==> config.mk <==
export PLATFORM = sky130hd
export DESIGN_NAME = dmem_arbiter
export DESIGN_NICKNAME = d
export VERILOG_FILES = /design/src/rtl/dmem_arbiter.sv
export SDC_FILE = /design/constraint.sdc
export NUM_CORES = 1
export LEC_CHECK = 0
export CAP_MARGIN = 10
export CORE_AREA = 2 2 101 103
export DETAILED_ROUTE_END_ITERATION = 12
export DIE_AREA = 0 0 103 105
export GPL_TIMING_DRIVEN = 1
export HOLD_SLACK_MARGIN = 0.1
export PLACE_DENSITY_LB_ADDON = 0.08
export SYNTH_ARGS = -nofsm -noshare
export SYNTH_HDL_FRONTEND = slang
export SYNTH_SLANG_ARGS = --single-unit
==> constraint.sdc <==
create_clock -name clk -period 3.2 [get_ports clk]
set_input_delay 0.32 -clock clk [delete_from_list [all_inputs] [get_ports clk]]
set_output_delay 0.32 -clock clk [all_outputs]
set_load 0.02 [all_outputs]
==> run_1/floorplan.png <==
Pins as bars on the die edge. Tap cells in gray.
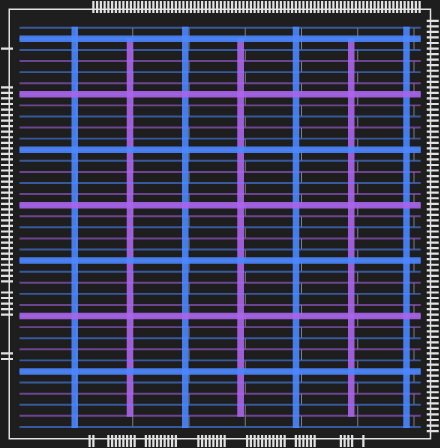
VDD: marked purple. VSS: marked blue.
37 met1 rails follow the rows. 7 straps on met4. 256 signal pins sit on the boundary. 7 straps on met5. The core has 36 rows.
Horiz. Die Dim: 103 microns
VDD IR max: 0.218 mV
core area: 0.00964 sq mm
Die H: 105 microns

==> run_1/clock_wires.png <==
Scale bar: 20 microns.
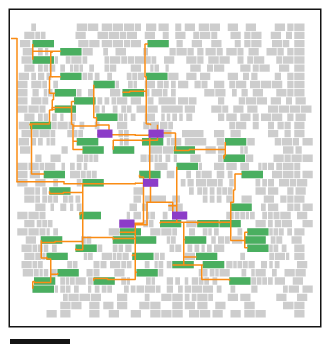
clock wires: marked orange, length 684 microns. flip-flops: marked green, count 51. clock-net drivers: marked purple, count 5.
Position of the flops: widely spread. There are 6 routed clock nets.
Worst Clk Skew: 14.3 ps
Clk pwr share: 22.6%

==> run_1/class_map.png <==
Scale bar: 20 microns.
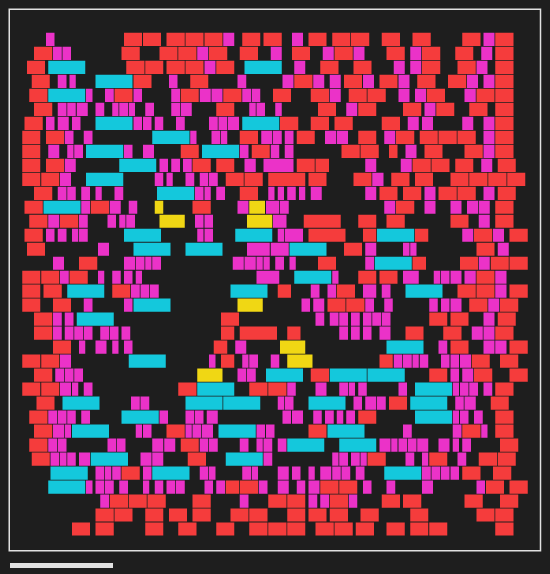
clock drivers and dummy loads: marked yellow, cells 8. remaining buffers and delay cells: marked red, cells 269. remaining logic cells: marked magenta, cells 381. registers: marked cyan, cells 51.
sequential share of cell area: 17.0%
post-layout util: 62.4%
Design Area, Final: 0.00601 sq mm

==> run_1/clock_nets.png <==
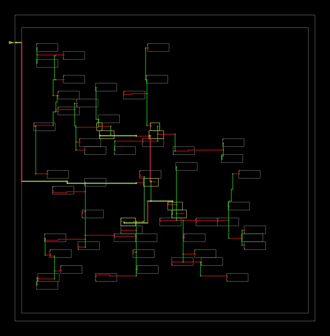
sequential cell count: 51
layout clock buffer count: 6
clk sinks: 51

==> results.json, run 1 <==
{
  "status": "completed",
  "ys_ff": 51,
  "simple_gate_area_share_pct": 21.1,
  "yosys-top-cells-count": "a21oi_1, and2_1, o21ai_1",
  "nNetsFinal": 846,
  "synthCells": 481,
  "placed_area_sq_mm": 0.00591,
  "synth-async-reset-ratio_pct": 0,
  "crit_fanout": 57,
  "ys_sh_adder_pct": 0.760,
  "fp_util_pct": 34.1,
  "wl_per_cell_microns": 17.0,
  "ant_nets": 0,
  "gp_congestion": 0.856,
  "synth_cell_types": 24,
  "tightest_slew_ps": 516,
  "yosysWarnings": 0,
  "n_fill_cell": 920,
  "grt_start_max_net_pins": 58,
  "synth_area_sq_mm": 0.00329,
  "grt_overflow": 0,
  "cts_tree": "done",
  "critical_path_class": "primary input to output port",
  "synth.cellmix.compoundShare_pct": 38.5,
  "worstRegToRegCells": 6,
  "areaGrowthSynthToFinish_pct": 82.7,
  "pin_count": 256,
  "topCombFamilyByArea": "AND-OR/OR-AND gates",
  "top_area_cell": "dfxtp_1",
  "synth_area_per_cell_sq_um": 6.84,
  "htreeDepth": 2
}
run 1: worst max-delay path: stages:
cell and delay (ps):
clkdlybuf4s50_1 600, o21ai_4 160, inv_2 90, buf_4 440
nor2_1 90, a21oi_1 170, clkdlybuf4s50_1 640
run 1: cells by family (layout without fill, tap and decap cells):
logic type,Yosys count,in the layout
AND-OR/OR-AND,241,241
AND/OR/NAND/NOR,134,134
buffers and inverters,52,280
flip-flops,51,51
adder cells (fa/ha/maj),2,2
multiplexers,1,1
run 1: placed cells by master (no fill, tap or decap), drive strengths merged:
cell             n
clkdlybuf4s50  253
a21oi           98
o21ai           97
and2            67
nor2            51
dfxtp           51
a31oi           46
buf             16
clkbuf           6
nand3            6
nand2            4
inv              4
ha               2
and3             2
and3b            1
mux2i            1
or4              1
nor3             1
nor4             1
clkinv           1
run 1: layout make-up:
cell class,instances,area [sq um],share of cell area (%)
Timing Repair Buffer,269,2700,44.9
Clock inverter,2,13.8,0.229
Clock buffer,6,82.6,1.37
Multi-Input combinational cell,378,2020,33.5
Sequential cell,51,1020,17.0
Inverter,3,11.3,0.187
Tap cell,133,166,2.77
run 1: per-stage QoR:
stage / std cells / power (mW) / setup slack [ps]
floorplan: 481 / 1.03 / 1350
global placement: 834 / 1.38 / 388
detailed placement: 834 / 1.39 / 366
CTS: 842 / 1.79 / 362
global route: 842 / 1.88 / 203
finish: 842 / 1.78 / 361
run 1: routing by layer:
layer,part of all wire [%],wire length (microns),track usage (%),up-vias
met5,0,0,0,-
met1,38,5380,28.6,2030
met2,52,7420,45.3,181
met3,8.4,1200,6.15,22
li1,-,-,-,2168
met4,2.1,299,6.77,0
run 1: where the power goes:
group	leakage (nW)	internal (mW)	switching (mW)	total, mW
combinational	1.76	0.354	0.323	0.677
clock	0.0516	0.178	0.225	0.403
sequential	0.422	0.681	0.0215	0.703
==> run_1/gates.png <==
Scale bar: 20 microns.
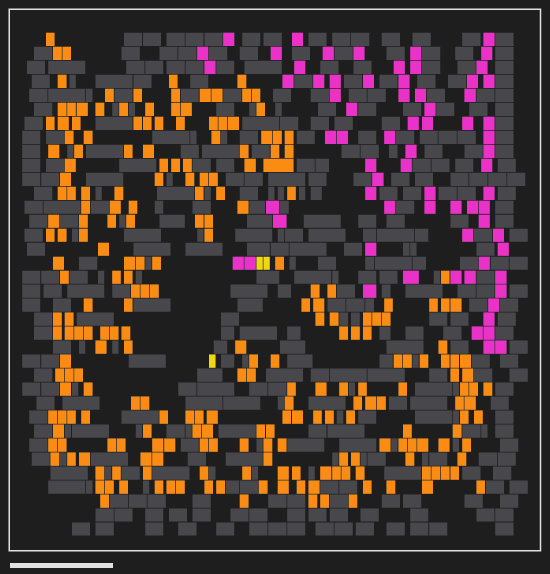

==> run 1 -> run 2 <==
--- a/config.mk
+++ b/config.mk
@@ -6,9 +6,10 @@
 export NUM_CORES = 1
 export LEC_CHECK = 0
 export CAP_MARGIN = 10
-export CORE_AREA = 2 2 101 103
+export CORE_ASPECT_RATIO = 0.6
+export CORE_MARGIN = 2
+export CORE_UTILIZATION = 37
 export DETAILED_ROUTE_END_ITERATION = 12
-export DIE_AREA = 0 0 103 105
 export GPL_TIMING_DRIVEN = 1
 export HOLD_SLACK_MARGIN = 0.1
 export PLACE_DENSITY_LB_ADDON = 0.08
==> run_2/gates.png <==
Scale bar: 50 microns.
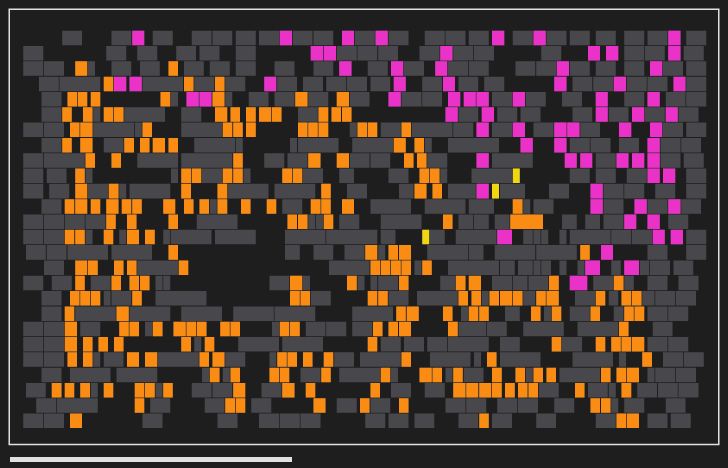
and/or cells: marked magenta, cells 71. inv cells: marked yellow, cells 3. aoi and oai cells: marked orange, cells 241.
multi-input combinational area share: 33.2%
Commonest Layout Cell: clkdlybuf4s50_1
Non-Filler Instances: 826

==> run 2 against run 1 <==
Routed wire length fell by 2.0%. Combinational power up 1%. Area after synthesis is the same. Worst setup slack got worse by 89 ps. Hold slack got worse by 110 ps. Via count rose by 1.4%. Non-clock buffer count rose by 5. First-iteration DRC count up 77%. Total power grew 10%. Synthesized cell count unchanged. Critical path type unchanged. Critical endpoint is now mem_din[13]. Largest cell class unchanged.
==> results.json, run 2 <==
{
  "placed_cells": 818,
  "design.core.area_sq_mm": 0.00859,
  "status": "completed",
  "cts_tree": "done",
  "swShare_pct": 30.0,
  "crit_fanout": 32,
  "p_clk_share_pct": 29.2,
  "nNetsFinal": 851,
  "synth_area_per_cell_sq_um": 6.84,
  "wl_per_cell_microns": 17.0,
  "power_frac_seq_pct": 35.9,
  "fp_util_pct": 38.3,
  "gp_congestion": 0.839,
  "tightest_slew_ps": 418,
  "critPathSlowestCell": "clkdlybuf4s50_1",
  "max_stage_delay_ps": 640,
  "ant_nets": 0,
  "irDropWorstVdd_mv": 0.210,
  "topCombFamilyByArea": "AND-OR/OR-AND gates",
  "internal_power_mw": 1.37,
  "die_h_microns": 77.1,
  "synthCells": 481,
  "n_fill_cell": 689,
  "most-common-layout-cells": "clkdlybuf4s50_1, a21oi_1, and2_1, o21ai_1",
  "htreeDepth": 2,
  "setup_ws_ps": 272,
  "ys_sh_adder_pct": 0.760,
  "synth_area_sq_mm": 0.00329,
  "p_comb_share_pct": 35.0,
  "worstRegToRegCells": 6,
  "simple_gate_area_share_pct": 21.1,
  "die_w_microns": 126,
  "synth_cell_types": 24,
  "worstPathCellList": "clkdlybuf4s50_1, and2_2, buf_12, a31oi_1, a21oi_1, clkdlybuf4s50_1",
  "switching_power_mw": 0.588,
  "critical_path_class": "primary input to output port",
  "yosys-top-cells-count": "a21oi_1, and2_1, o21ai_1",
  "pin_count": 256,
  "fin_worst_skew_ps": 6.94
}
run 2: cell counts after synthesis:
No cell type changed its count.
run 2: cell type report:
cell class                      count  area, sq um  area share [%]
Timing Repair Buffer              274         2730            44.9
Multi-Input combinational cell    378         2020            33.2
Sequential cell                    51         1020            16.8
Clock buffer                        8          156            2.58
Tap cell                          112          140            2.31
Inverter                            3         11.3           0.185
run 2: logic make-up after synthesis:
kind of cell               Yosys count
muxes                                1
and+or+nand+nor                    134
DFF                                 51
buffers and inverters               52
adders and majority gates            2
AOI/OAI and AO/OA                  241
run 2: worst max-delay path, delay by kind of cell:
family | cells | cell delay (ps)
compound gates | 2 | 370
buf+inv | 3 | 1500
simple gates | 1 | 400
run 2: metal layers:
layer	track usage, %	up-vias	part of all wire, %
met1	36.9	2047	44
met2	45.9	216	47
met4	5.49	0	0.85
met3	5.86	18	7.6
li1	-	2181	-
met5	0	-	0
run 2: stage by stage:
stage / cell area (sq um) / power [mW] / utilization, %
2_1_floorplan: 3290 / 1.03 / -
3_3_place_gp: 5920 / 1.38 / 68.9
3_5_place_dp: 5920 / 1.40 / 68.9
4_1_cts: 6070 / 1.96 / 70.7
5_1_grt: 6070 / 2.04 / 70.7
6_report: 6070 / 1.96 / 70.7
run 2: power groups by stage:
stage                     Clock, mW  Sequential (mW)  Combinational, mW
after floorplan                   0            0.712              0.315
after global placement            0            0.715              0.669
after detailed placement          0            0.717              0.678
after CTS                     0.575            0.703              0.684
after global routing          0.600            0.709              0.735
final                         0.572            0.703              0.686
Power and IR drop assume default switching activity.
